### Logic cells by family, run 1

The bar under the picture is 50 µm long.
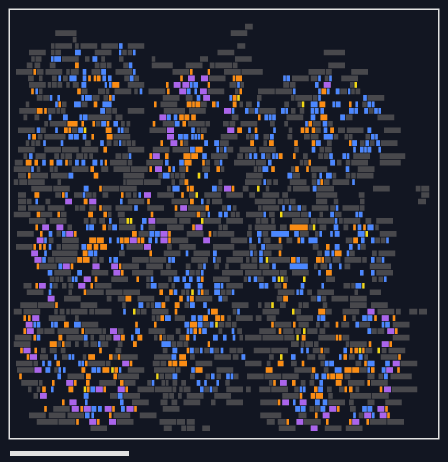
### Clock distribution, run 1

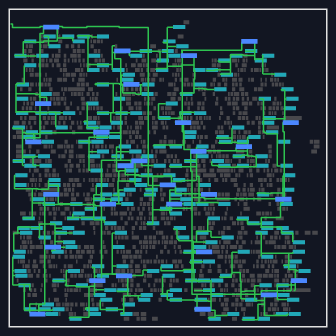
### Cells by drive strength, run 1

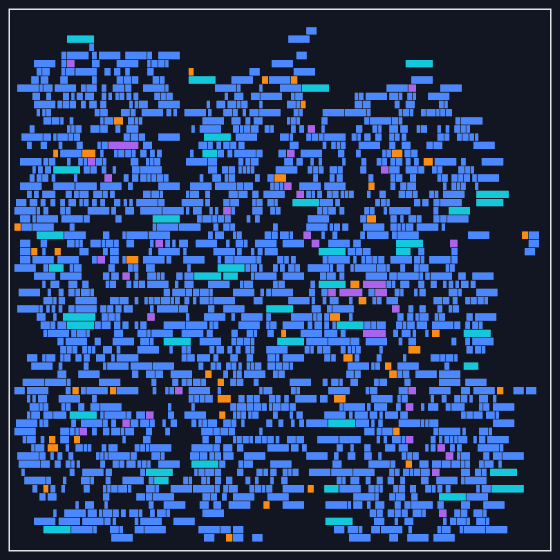
Design button_conditioner, sky130hd; sources not shown.
==> run summary, run 1 <==
Proportion of netlist area held by the largest area contributor - 38.7%
Most common logic cells in the final layout - 244 x dfxtp_1, 167 x nand2_1, 151 x nor2_1
Max layer used - met4
Worst path top cell family by delay - simple AND/OR/NAND/NOR gates
Top cell category - combinational gates
Yosys Chip Area - 12,600 µm²
WL met3 - 1120 µm
Initial antenna violation count - 0
Number of global-route vias before repair - 10,800
Routed length per instance - 15.1 µm
Hold crit path type - reg2reg
CLK BUF - 38
Mapped Cells - 1,590
LEAKAGE - 4.36 nW
Boundary Pins - 26
Via density - 5.73
Comb group - 0.263 mW
Worst-Margin Slew - 894 ps
Req. time, crit path - 3600 ps
R2r setup slk - 600 ps
Net Switching - 1.48 mW
NumNets Final - 1,612
AO/OA Area Share - 13.1%
Reg power frac - 46.0%
Unrepaired setup endpoints after global routing - false
Path length in cells of the critical path - 6
Tcrit/Tclk final - 81.4%
GR Util met1 - 25.5%
Fin. max-slew vios - 0
Post-place setup slack - 621 ps
Post-synth top area cell - dfxtp_1
Fin cells - 2,011
DRT met1 WL - 15,000 µm
Cts bufs inserted - 28
IO buf count - 25
Latency at later pin - 540 ps
# hold bufs at CTS - 0
Data arrival time of the worst path - 3000 ps
Peak supply drop - 0.000446 V
Crit path setup slack, layout - 596 ps
Post-route ant nets - 0
Post-synth EDFFs - 0
Die height - 180 µm
Avg Cell Area, Syn - 7.94 µm²
Fraction of area in registers - 34.3%
# placed instances - 1,960
Worst Reg-to-Reg Cells - 6
Die Area - 32,300 µm²
Pwr top - clock
Max clock buf depth - 3
CTS-repair resized insts - 0
Clk tree area frac - 6.89%
Crit path launch type - flip-flop
RD Place Congestion - 0.843
Final HPWL DP - 20,400 µm
Via Count - 11,500
Core Region - 30,800 µm²
Maximum clock frequency - 0.384 GHz
Yosys top cell by instances - dfxtp_1
Tap cell count - 396
Critical path class - reg2reg
Inverters - 31
Met2 usage - 30.3%
Logic area - 7320 µm²
Synth Area in Simple Gates - 37.7%
Multi-input gate count - 1,239
Final WL - 30,300 µm
XOR-XNOR Cells, Area Fraction - 5.55%
Hold WS - 407 ps
Post-CTS Setup Bufs - 0
Iter 0 DRT Violations - 695
Power Total - 6.67 mW
Hold Violations, Final - 0
Fraction of layout cells with a size suffix above 1 - 7.31%
Area share of fa/ha/maj cells after synthesis - 1.19%
Synth area leaders - dfxtp_1 39%, nand2_1 5.0%, nand3_1 5.0%, nor2_1 4.5%, nand4_1 3.7%
Mux cell area share - 0.505%
Log Warnings - 29
Top comb family, area - simple AND/OR/NAND/NOR gates
Register area - 4880 µm²
Outcome - completed
Back to the opening pictures, 'Logic cells by family':
family	color	cells	most used
inv cells	yellow	31	inv_1
nor cells	orange	288	nor2_1
xor and xnor cells	purple	80	xor2_1
nand cells	blue	407	nand2_1
most numerous logic cell after layout: dfxtp_1
Comb area share: 51.4%

Back to the opening pictures, 'Clock distribution':
[flip-flops] cyan | count: 244
[clock-net drivers] blue | count: 28
[clock wires] green | length: 3,370 µm
routed clock nets	29
flops lie	all over the die
Worst Clk Skew: 9.32 ps
Clk. pwr: 3.34 mW
Clk network pwr share: 50.0%

Back to the opening pictures, 'Cells by drive strength':
size	color	cells	share	most used
x6 and larger	cyan	40	2.5%	clkbuf_16
x2	orange	43	2.7%	or2_2
x3 and x4	purple	35	2.2%	buf_4
x1 and smaller	blue	1,497	93%	dfxtp_1
Final Instance Area: 14,300 µm²
Non-clk bufs: 50

### M3 wires, run 1

Cells faint in the background.
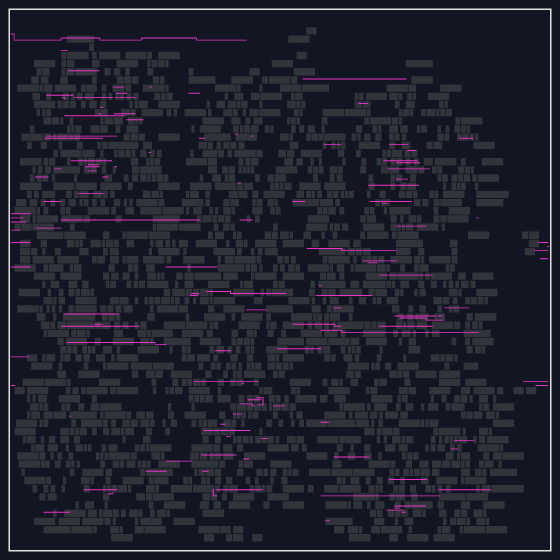

==> inputs of run 2 (changes only) <==
- clock period: 3.2 -> 2.4 ns (I/O delays scaled with it)
### M3 wires, run 2

Cells faint in the background.
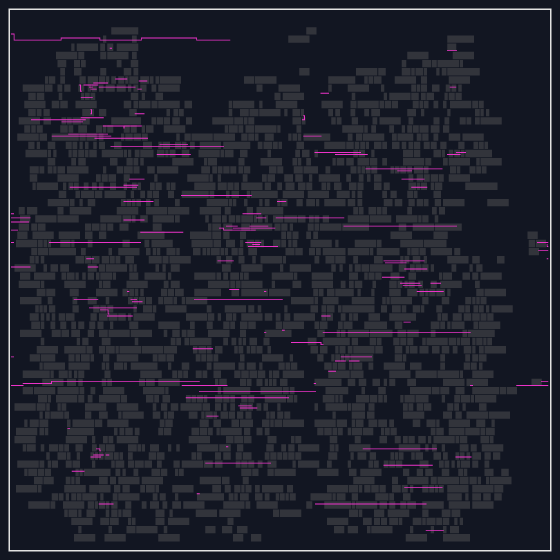
main direction	horizontal
share of all routed wire	3.8%
nets with wire on the layer	87
wire length on this layer	1,190 µm
GR Util met3: 2.27%
Via Count: 12,000
final WL: 31,600 µm

==> run 2 against run 1 <==
Net effect:
- the flow now finishes with violations (design-rule violations)
- register-to-register slack lost 460 ps
- setup slack got worse by 460 ps
- routed wire length up 4.3%
- area after synthesis stayed put
- utilization is 2.8 points higher
- critical path depth grew 4
- critical endpoint is now rcnt_q[7]
- non-clock buffer count is 102 higher
- synthesized cell count is the same
- total power rose by 33%
- largest power group unchanged
==> run summary, run 2 <==
Inverters - 31 (unchanged)
Top cell category - combinational gates
RD Place Congestion - 0.859 (+1.9%)
Number of global-route vias before repair - 11,100 (+3.4%)
R2r setup slk - 130 ps (-460 ps)
Max clock buf depth - 3 (unchanged)
DRT met1 WL - 15,500 µm (+3.3%)
Hold crit path type - in2reg
Clk network pwr share - 49.4% (-0.6 points)
Clk. pwr - 4.37 mW (+31%)
Final Instance Area - 15,100 µm² (+6.0%)
Failing checks - design-rule violations
CTS sink cnt - 244
Crit path launch type - flip-flop
Crit path setup slack, layout - 131 ps (-465 ps)
Latency at later pin - 540 ps (about the same)
DRC Markers - 1
Hold Violations, Final - 0 (unchanged)
Ant. Diodes - 0
Proportion of netlist area held by the largest area contributor - 38.7% (unchanged)
Comb group - 0.394 mW (+50%)
LEAKAGE - 4.92 nW (+13%)
Top comb family, area - simple AND/OR/NAND/NOR gates
Hold WS - 363 ps (-44.1 ps)
Mux cell area share - 0.505% (unchanged)
Post-synth EDFFs - 0 (unchanged)
Maximum clock frequency - 0.441 GHz (+15%)
Data arrival time of the worst path - 2690 ps (-310 ps)
WP buf/inv - 3
Fin. max-slew vios - 0 (unchanged)
Comb area share - 48.8% (-2.6 points)
Peak supply drop - 0.000588 V (+32%)
XOR-XNOR Cells, Area Fraction - 5.55% (unchanged)
Most common logic cells in the final layout - 236 x dfxtp_1, 167 x nand2_1, 150 x nor2_1
Net Switching - 1.95 mW (+31%)
Tcrit/Tclk final - 94.5% (+13 points)
AO/OA Area Share - 13.1% (unchanged)
Post-route ant nets - 0 (unchanged)
Routed length per instance - 15.0 µm (-0.64%)
Core Region - 30,800 µm² (unchanged)
Most numerous logic cell after layout - dfxtp_1
Pwr top - clock
Critical path class - reg2reg
Worst-Margin Slew - 934 ps (+40.1 ps)
CLK BUF - 41 (+7.9%)
Mapped Cells - 1,590 (unchanged)
Most used DFF post-synth - dfxtp_1
Iter 0 DRT Violations - 794 (+14%)
Yosys top cell by instances - dfxtp_1
Synth area leaders - dfxtp_1 39%, nand2_1 5.0%, nand3_1 5.0%, nor2_1 4.5%, nand4_1 3.7%
Clk tree area frac - 6.25% (-0.65 points)
Synth Area in Simple Gates - 37.7% (unchanged)
GR Util met1 - 26.3% (+0.79 points)
Power Total - 8.86 mW (+33%)
Initial antenna violation count - 0 (unchanged)
Fraction of area in registers - 32.4% (-1.9 points)
Avg Cell Area, Syn - 7.94 µm² (unchanged)
Req. time, crit path - 2820 ps (-780 ps)
Path length in cells of the critical path - 10 (+4)
Post-synth top area cell - dfxtp_1
Total power per unit cell area - 586 nW/µm²
Met2 usage - 31.7% (+1.4 points)
Cts bufs inserted - 28 (unchanged)
Log Warnings - 29 (unchanged)
Logic area - 7370 µm² (+0.63%)
# placed instances - 2,055 (+4.8%)
Via density - 5.68 (-0.73%)
Die Area - 32,300 µm² (unchanged)
IO buf count - 25 (unchanged)
Worst path top cell family by delay - simple AND/OR/NAND/NOR gates
Reg power frac - 46.2% (+0.2 points)
Register area - 4890 µm² (+0.20%)
Outcome - finished, violations left
Final HPWL DP - 21,500 µm (+5.7%)
# hold bufs at CTS - 0 (unchanged)
Multi-input gate count - 1,239 (unchanged)
NumNets Final - 1,714 (+6.3%)
Max layer used - met4
WL met3 - 1190 µm (+6.0%)
Boundary Pins - 26 (unchanged)
Power figures rest on the tool's default switching activity, not on a simulated workload.
